Figure 1. Cell outlines without signal wires.
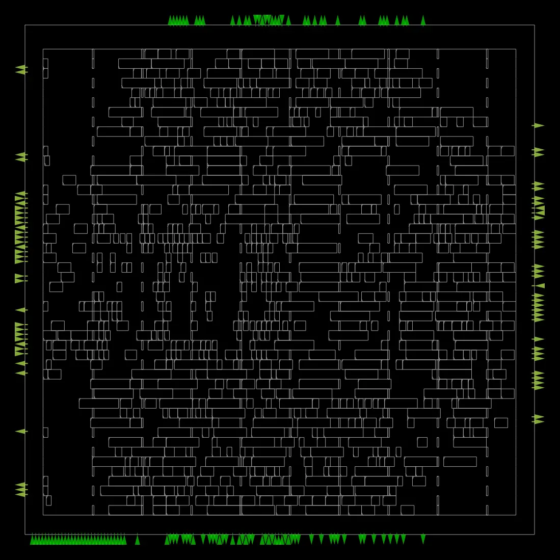
Figure 2. Wiring heat map.
29 x 29 tiles, from dark blue (low) to red (high), scaled to the fullest tile. Values are wire area over tile area, all layers added.
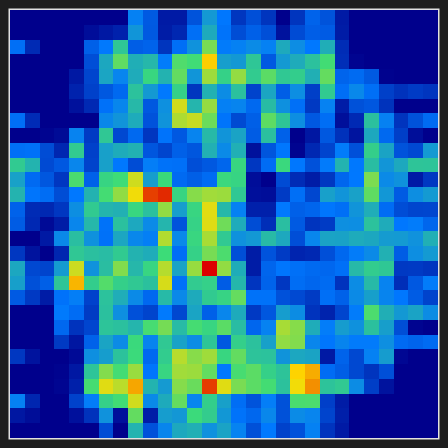
Figure 3. Clock wires, drivers and flops.
Scale bar: 50 um.
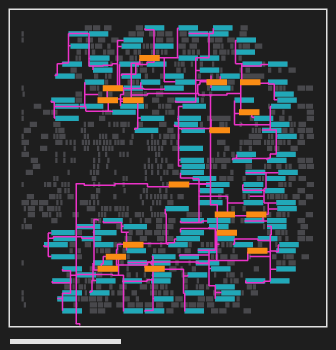
Figure 4. Drive-strength map.
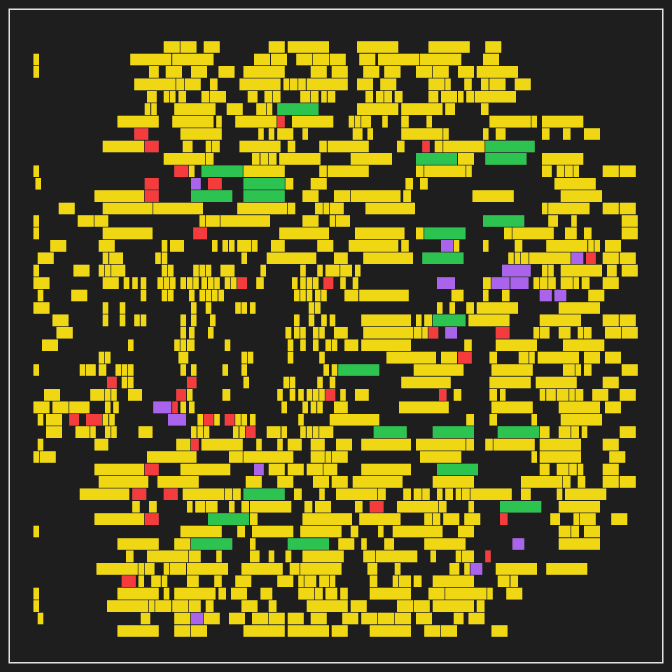
Figure 5. Sequential cells colored by netlist name.
Scale bar: 50 um. Other sequential cells in the stronger gray, the rest of the logic in the fainter gray.
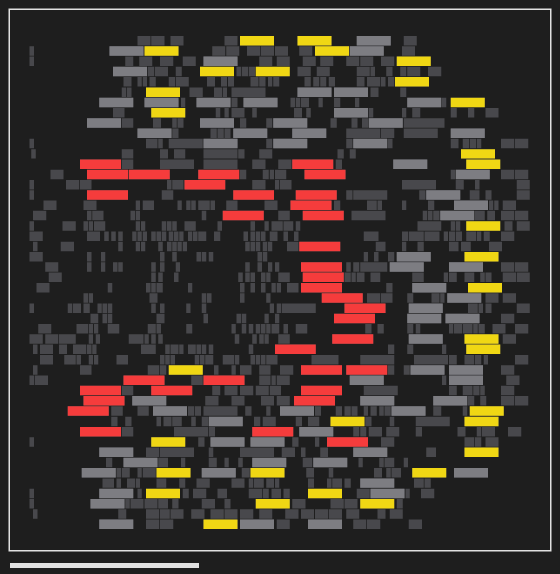
--- src/rtl/iir_pkg.sv ---
// Shared constants, sum type and saturation limits for the IIR notch filter datapath.
package iir_pkg;

  localparam int DEF_WIDTH = 32;
  localparam int DEF_FRAC  = 30;
  localparam int LIM_W     = 64;

  typedef logic signed [2*DEF_WIDTH-1:0] sum_t;

  typedef struct packed {
    logic signed [LIM_W-1:0] max_v;
    logic signed [LIM_W-1:0] min_v;
  } sat_lim_t;

  // Extremes of a width-bit signed value, carried in LIM_W bits (width <= LIM_W).
  function automatic sat_lim_t sat_limits(input int width);
    sat_lim_t lim;
    lim.min_v = -(64'sd1 <<< (width - 1));
    lim.max_v = ~lim.min_v;
    return lim;
  endfunction

endpackage

--- src/rtl/iir_round_sat.sv ---
// Combinational round-half-up / arithmetic shift and WIDTH-bit saturation, shared with the FIR path.
module iir_round_sat
  import iir_pkg::*;
#(
  parameter int WIDTH = DEF_WIDTH,
  parameter int FRAC  = DEF_FRAC
) (
  input  logic signed [2*WIDTH-1:0] sum_i,
  output logic signed [2*WIDTH:0]   rnd_o,
  input  logic signed [2*WIDTH:0]   rnd_i,
  output logic signed [WIDTH-1:0]   y_o,
  output logic                      sat_o
);

  localparam int RW = 2*WIDTH + 1;
  localparam sat_lim_t LIM = sat_limits(WIDTH);
  localparam logic signed [RW-1:0] Y_MAX = RW'(LIM.max_v);
  localparam logic signed [RW-1:0] Y_MIN = RW'(LIM.min_v);
  localparam logic signed [RW-1:0] HALF  = RW'(1) <<< (FRAC - 1);

  logic signed [RW-1:0] ext;

  // The extra MSB absorbs the rounding carry, so the add never wraps.
  assign ext   = {sum_i[2*WIDTH-1], sum_i} + HALF;
  assign rnd_o = ext >>> FRAC;

  always_comb begin
    y_o   = rnd_i[WIDTH-1:0];
    sat_o = 1'b0;
    if (rnd_i > Y_MAX) begin
      y_o   = Y_MAX[WIDTH-1:0];
      sat_o = 1'b1;
    end else if (rnd_i < Y_MIN) begin
      y_o   = Y_MIN[WIDTH-1:0];
      sat_o = 1'b1;
    end
  end

endmodule

--- src/rtl/iir_requant.sv ---
// Two-stage requantizer (round/shift, then saturate) with valid/ready output and y[n-1]/y[n-2] taps.
// Define IIR_REQUANT_SAT_CNT_EN to build the saturation counter; otherwise sat_count reads 0.
module iir_requant
  import iir_pkg::*;
#(
  parameter int WIDTH = DEF_WIDTH,
  parameter int FRAC  = DEF_FRAC,
  parameter int CNT_W = 16
) (
  input  logic                      clk,
  input  logic                      rst_n,
  input  logic                      clear,
  input  logic                      s_valid,
  output logic                      s_ready,
  input  logic signed [2*WIDTH-1:0] s_sum,
  output logic                      m_valid,
  input  logic                      m_ready,
  output logic signed [WIDTH-1:0]   m_y,
  output logic signed [WIDTH-1:0]   y_d1,
  output logic signed [WIDTH-1:0]   y_d2,
  output logic                      sat_flag,
  output logic [CNT_W-1:0]          sat_count
);

  localparam int RW = 2*WIDTH + 1;

  logic                    stall, accept, xfer;
  logic signed [RW-1:0]    rnd_a, rnd_p1_q;
  logic signed [WIDTH-1:0] y_b;
  logic                    sat_b;
  logic                    vld_p1_q, vld_p1_d, vld_p2_q, vld_p2_d;
  logic signed [WIDTH-1:0] y_p2_q, y_p2_d;
  logic                    sat_p2_q, sat_p2_d;
  logic signed [WIDTH-1:0] yd1_q, yd1_d, yd2_q, yd2_d;

  assign stall   = vld_p2_q & ~m_ready;
  assign accept  = s_valid & ~stall;
  assign xfer    = vld_p2_q & m_ready;
  assign s_ready = ~stall;

  iir_round_sat #(.WIDTH(WIDTH), .FRAC(FRAC)) u_round_sat (
    .sum_i (s_sum),
    .rnd_o (rnd_a),
    .rnd_i (rnd_p1_q),
    .y_o   (y_b),
    .sat_o (sat_b)
  );

  // Stage A -> p1: rounded sum, data only, qualified by vld_p1_q.
  always_ff @(posedge clk) begin
    if (accept) rnd_p1_q <= rnd_a;
  end

  // p1 -> p2: saturated sample on m_y; taps shift on transfer; clear overrides everything.
  always_comb begin
    vld_p1_d = vld_p1_q;
    vld_p2_d = vld_p2_q;
    y_p2_d   = y_p2_q;
    sat_p2_d = sat_p2_q;
    yd1_d    = yd1_q;
    yd2_d    = yd2_q;
    if (!stall) begin
      vld_p1_d = s_valid;
      vld_p2_d = vld_p1_q;
      if (vld_p1_q) begin
        y_p2_d   = y_b;
        sat_p2_d = sat_b;
      end
    end
    if (xfer) begin
      yd1_d = y_p2_q;
      yd2_d = yd1_q;
    end
    if (clear) begin
      vld_p1_d = 1'b0;
      vld_p2_d = 1'b0;
      y_p2_d   = '0;
      sat_p2_d = 1'b0;
      yd1_d    = '0;
      yd2_d    = '0;
    end
  end

  always_ff @(posedge clk or negedge rst_n) begin
    if (!rst_n) begin
      vld_p1_q <= 1'b0;
      vld_p2_q <= 1'b0;
      y_p2_q   <= '0;
      sat_p2_q <= 1'b0;
      yd1_q    <= '0;
      yd2_q    <= '0;
    end else begin
      vld_p1_q <= vld_p1_d;
      vld_p2_q <= vld_p2_d;
      y_p2_q   <= y_p2_d;
      sat_p2_q <= sat_p2_d;
      yd1_q    <= yd1_d;
      yd2_q    <= yd2_d;
    end
  end

  assign m_valid  = vld_p2_q;
  assign m_y      = y_p2_q;
  assign sat_flag = sat_p2_q;
  assign y_d1     = yd1_q;
  assign y_d2     = yd2_q;

`ifdef IIR_REQUANT_SAT_CNT_EN
  logic [CNT_W-1:0] cnt_q, cnt_d;

  always_comb begin
    cnt_d = cnt_q;
    if (xfer && sat_p2_q && (cnt_q != {CNT_W{1'b1}})) cnt_d = cnt_q + CNT_W'(1);
    if (clear) cnt_d = '0;
  end

  always_ff @(posedge clk or negedge rst_n) begin
    if (!rst_n) cnt_q <= '0;
    else        cnt_q <= cnt_d;
  end

  assign sat_count = cnt_q;
`else
  assign sat_count = '0;
`endif

endmodule

--- config.mk ---
export PLATFORM = sky130hd
export DESIGN_NAME = iir_requant
export DESIGN_NICKNAME = d
export VERILOG_FILES = /design/src/rtl/iir_pkg.sv /design/src/rtl/iir_round_sat.sv /design/src/rtl/iir_requant.sv
export SDC_FILE = /design/constraint.sdc
export NUM_CORES = 1
export LEC_CHECK = 0
export ABC_AREA = 1
export CAP_MARGIN = 25
export CORE_MARGIN = 5
export CORE_UTILIZATION = 35
export DETAILED_ROUTE_END_ITERATION = 6
export PLACE_DENSITY = 0.6
export REMOVE_ABC_BUFFERS = 1
export SLEW_MARGIN = 20
export SYNTH_ARGS = -nofsm -noshare
export SYNTH_HDL_FRONTEND = slang
export SYNTH_SLANG_ARGS = --single-unit
--- constraint.sdc ---
create_clock -name clk -period 2.8 [get_ports clk]
set_input_delay 0.42 -clock clk [delete_from_list [all_inputs] [get_ports clk]]
set_output_delay 0.42 -clock clk [all_outputs]
set_load 0.02 [all_outputs]
==> job_summary.md <==
### Yosys + OpenROAD results

| Metric | Value |
|---|---|
| Residual DRC | 0 |
| Drt via density | 4.75 |
| Port Buffer Count | 138 |
| Combinational share of power | 0.095 |
| H-Tree Depth | 4 |
| Synth Warn # | 0 |
| Worst path most repeated cell | clkdlybuf4s50_1 |
| Setup crit start kind | input pin |
| Fmax | 438 MHz |
| Crit share post-route | 0.815 |
| Status | complete, no violations |
| Init Core Util | 0.357 |
| XOR Share, Synth | 0.0426 |
| Tightest Pin Transition | 0.534 ns |
| Setup crit end | s_ready |
| Min-delay src | rnd_p1_q[2] |
| CP Depth | 3 |
| Slowest cell on crit path | clkdlybuf4s50_1 |
| Die Size | 20,400 sq um |
| CTS buffer count | 17 |
| Top Metal Used | met4 |
| Largest family of logic cells by area | simple AND/OR/NAND/NOR gates |
| Worst path cell trace | clkdlybuf4s50_1, or2_1, clkdlybuf4s50_1 |
| Log Warnings | 54 |
| Total of max-cap violations | 0 |
| Yosys simple share | 0.146 |
| Post-route ant nets | 0 |
| Pwr dens | 564 nW/um^2 |
| Final hold viol count | 0 |
| Global-route layer with the greatest usage | met2 |
| Reg-to-Reg Start | m_valid |
| # fillers | 1,683 |
| Synthesized area | 6170 sq um |
| P_int | 3.56 mW |
| Final setup fails | 0 |
| Setup Buffers After CTS | 0 |
| Initial DRC Count | 194 |
| Grt met1 use | 0.218 |
| Dominant cell area share | 0.402 |
| Max FFs per register | 35 |
| R2r setup slk | 1.08 ns |
| CTS clock-pin slew for the worst setup and hold paths | 0.06 ns |
| Final Non-Filler Cells | 1,015 |
| Cells after synthesis | 640 |
| Final Skew | 0.00744 ns |
| Gate Area | 2040 sq um |
| Synth Area in Compound Gates | 0.130 |
| Critical path buffers and inverters | 2 |
| Sequential Power Share | 0.453 |
| Nets | 847 |
| Pre-CTS WS | 0.349 ns |
| WS Path Type | in2out |
| Clock root cell | clkbuf_16 |
| Worst ir drop on vdd | 0.378 mV |
| Critical Path AT | 1.86 ns |
| RSZ-0062 raised after global routing | false |
| First-pass GRT wire length | 26,800 um |
| Metal2 WL | 8120 um |
| Global route overflow | 0 |
| Die X-Extent | 143 um |
| Worst reg2reg path depth | 5 |
| Worst Hold End | m_y[2] |
| Final Instance Area | 8260 sq um |
| Yosys cell count | 640 |
| Yosys reg bits | 134 |
| Pins Over Slew Limit | 0 |
| Min-Delay Path Depth | 2 |
| Proportion of synthesized chip area in sequential cells | 0.572 |
| Synthesis area per yosys | 6170 sq um |
| Worst Path Required | 2.38 ns |
| Max_slew headroom | 0.644 |
| Syn_area_per_cell | 9.64 sq um |
| Crit. Startpoint | m_ready |
| Lkg Pwr | 3.35 nW |
| Switching share of power | 0.236 |
| Top reg by flops | rnd_p1_q |
| M3 GR Usage | 0.0402 |
| Ports | 184 |
| Hold_ws | 0.474 ns |
| ANT cells | 0 |
| Largest net degree at the start of global routing | 68 |
| Crit-path max FO | 6 |
| HPWL Detailed | 12,600 um |
| Worst setup EP type | output pin |
| Number of buffers on the longest clock path | 2 |
| Core area | 17,300 sq um |
| Worst path top cell family by delay | buffers and inverters |
| Antenna violations before repair | 0 |
| Placement Cell Area | 7680 sq um |
| Total power | 4.66 mW |
| Worst reg2reg endpoint | rnd_p1_q[3] |
| CP peak stage delay | 0.67 ns |
| Final min period | 2.28 ns |
| Switching Power | 1.10 mW |
| Clock sinks | 134 |
| Hold WC Path Type | reg2reg |
| Cell taking the most area after synthesis | dfrtp_1 |
| RePlAce Congestion | 0.848 |
| Die height | 143 um |
| Met3 routed WL | 807 um |
| Fa+ha+maj area frac | 0.00203 |
| Placed insts | 982 |
| First-pass detailed-route iteration total | 4 |
| Cell Type Count | 34 |
| Area fraction in mux cells | 0 |
| Largest cells by area | dfrtp_1 (40%), edfxtp_1 (17%), inv_1 (5.8%), nand2_1 (5.3%), xor2_1 (3.5%) |
| M1 WL | 7240 um |
| Ratio of cells with drive above 1 in the final layout | 0.0924 |
| Vias in the first global route | 5,050 |
About Figure 1:
utilization after layout: 0.477
Rows: 48
n_taps: 225

About Figure 2:
tiles over half the peak: 11%
densest ninth of the die: bottom middle
mean over tiles: 0.13
fullest tile: 0.50
routed length per instance: 16.2 um
DRT Wirelength: 16,500 um
Total GRT Usage: 0.168
DR vias: 4,819

About Figure 3:
[cyan] flip-flops | count: 134
[orange] clock drivers | count: 17
[magenta] clock wires | length: 1,680 um
flops lie: spread over the die
Latency at later pin: 0.41 ns
Clock Power Share: 0.452

About Figure 4:
| color | size | cells |
|---|---|---|
| red | _2 cells | 35 |
| yellow | _0 and _1 cells | 717 |
| purple | _3 and _4 cells | 16 |
| green | _6 and larger | 22 |
bufs w/o clock: 148
fin worst setup slack: 0.518 ns
synthesis-to-layout area growth: 33.9%

About Figure 5:
| color | name in the netlist | flops |
|---|---|---|
| red | `rnd_p1_q` | 35 |
| yellow | `y_d2` | 32 |
Flop area: 3530 sq um
Seq power: 2.11 mW
Seq area share: 0.427

==> synth_stat cells <==
cell type and n:
dfrtp_1 99, inv_1 95, nand2_1 87, nor2_1 52, o21ai_0 40, nand3_1 39, edfxtp_1 35, o22ai_1 31
xor2_1 25, o21ai_1 24, o31ai_1 19, buf_4 17, o21ai_2 15, clkbuf_1 11, buf_6 7, buf_2 6
nor2_2 6, nand2_2 5, xnor2_1 5, nor2_4 3, buf_1 2, clkbuf_2 2, inv_2 2, nand2_4 2
nand4_1 2, a21oi_1 1, conb_1 1, ha_1 1, nand3_2 1, nand3_4 1, nand3b_1 1, nor3_1 1
o21bai_1 1, or2_1 1
==> timing repair <==
item,in CTS,in global routing
gates resized,0,0
hold endpoints to repair,32,0
hold buffers,1,0
==> power by group through the flow <==
stage,Combinational [mW],Clock (mW),Sequential (mW)
3_3_place_gp,0.442,0,2.14
2_1_floorplan,0.170,0,2.17
5_1_grt,0.489,2.26,2.11
6_report,0.444,2.11,2.11
4_1_cts,0.451,2.16,2.11
3_5_place_dp,0.448,0,2.15
==> cell usage in the layout (no fill, tap or decap), types with 7 or more instances in the layout <==
master	instances
buf_4	8
o21ai_1	24
clkbuf_16	19
nand2_1	87
nor2_2	7
clkdlybuf4s50_1	137
o21ai_0	40
xor2_1	25
nand3_1	39
edfxtp_1	35
o21ai_2	15
o31ai_1	19
dfrtp_1	99
nor2_1	51
conb_1	16
o22ai_1	31
inv_1	95
==> layout make-up <==
| cell class | count | area share |
|---|---|---|
| clock buffer | 24 | 0.0599 |
| clock inverter | 8 | 0.00818 |
| inverter | 97 | 0.0441 |
| multi-input combinational | 379 | 0.247 |
| sequential | 134 | 0.427 |
| tap | 225 | 0.0341 |
| timing repair buffer | 148 | 0.179 |
No activity file was given, so power comes from the tool's default toggle rates.
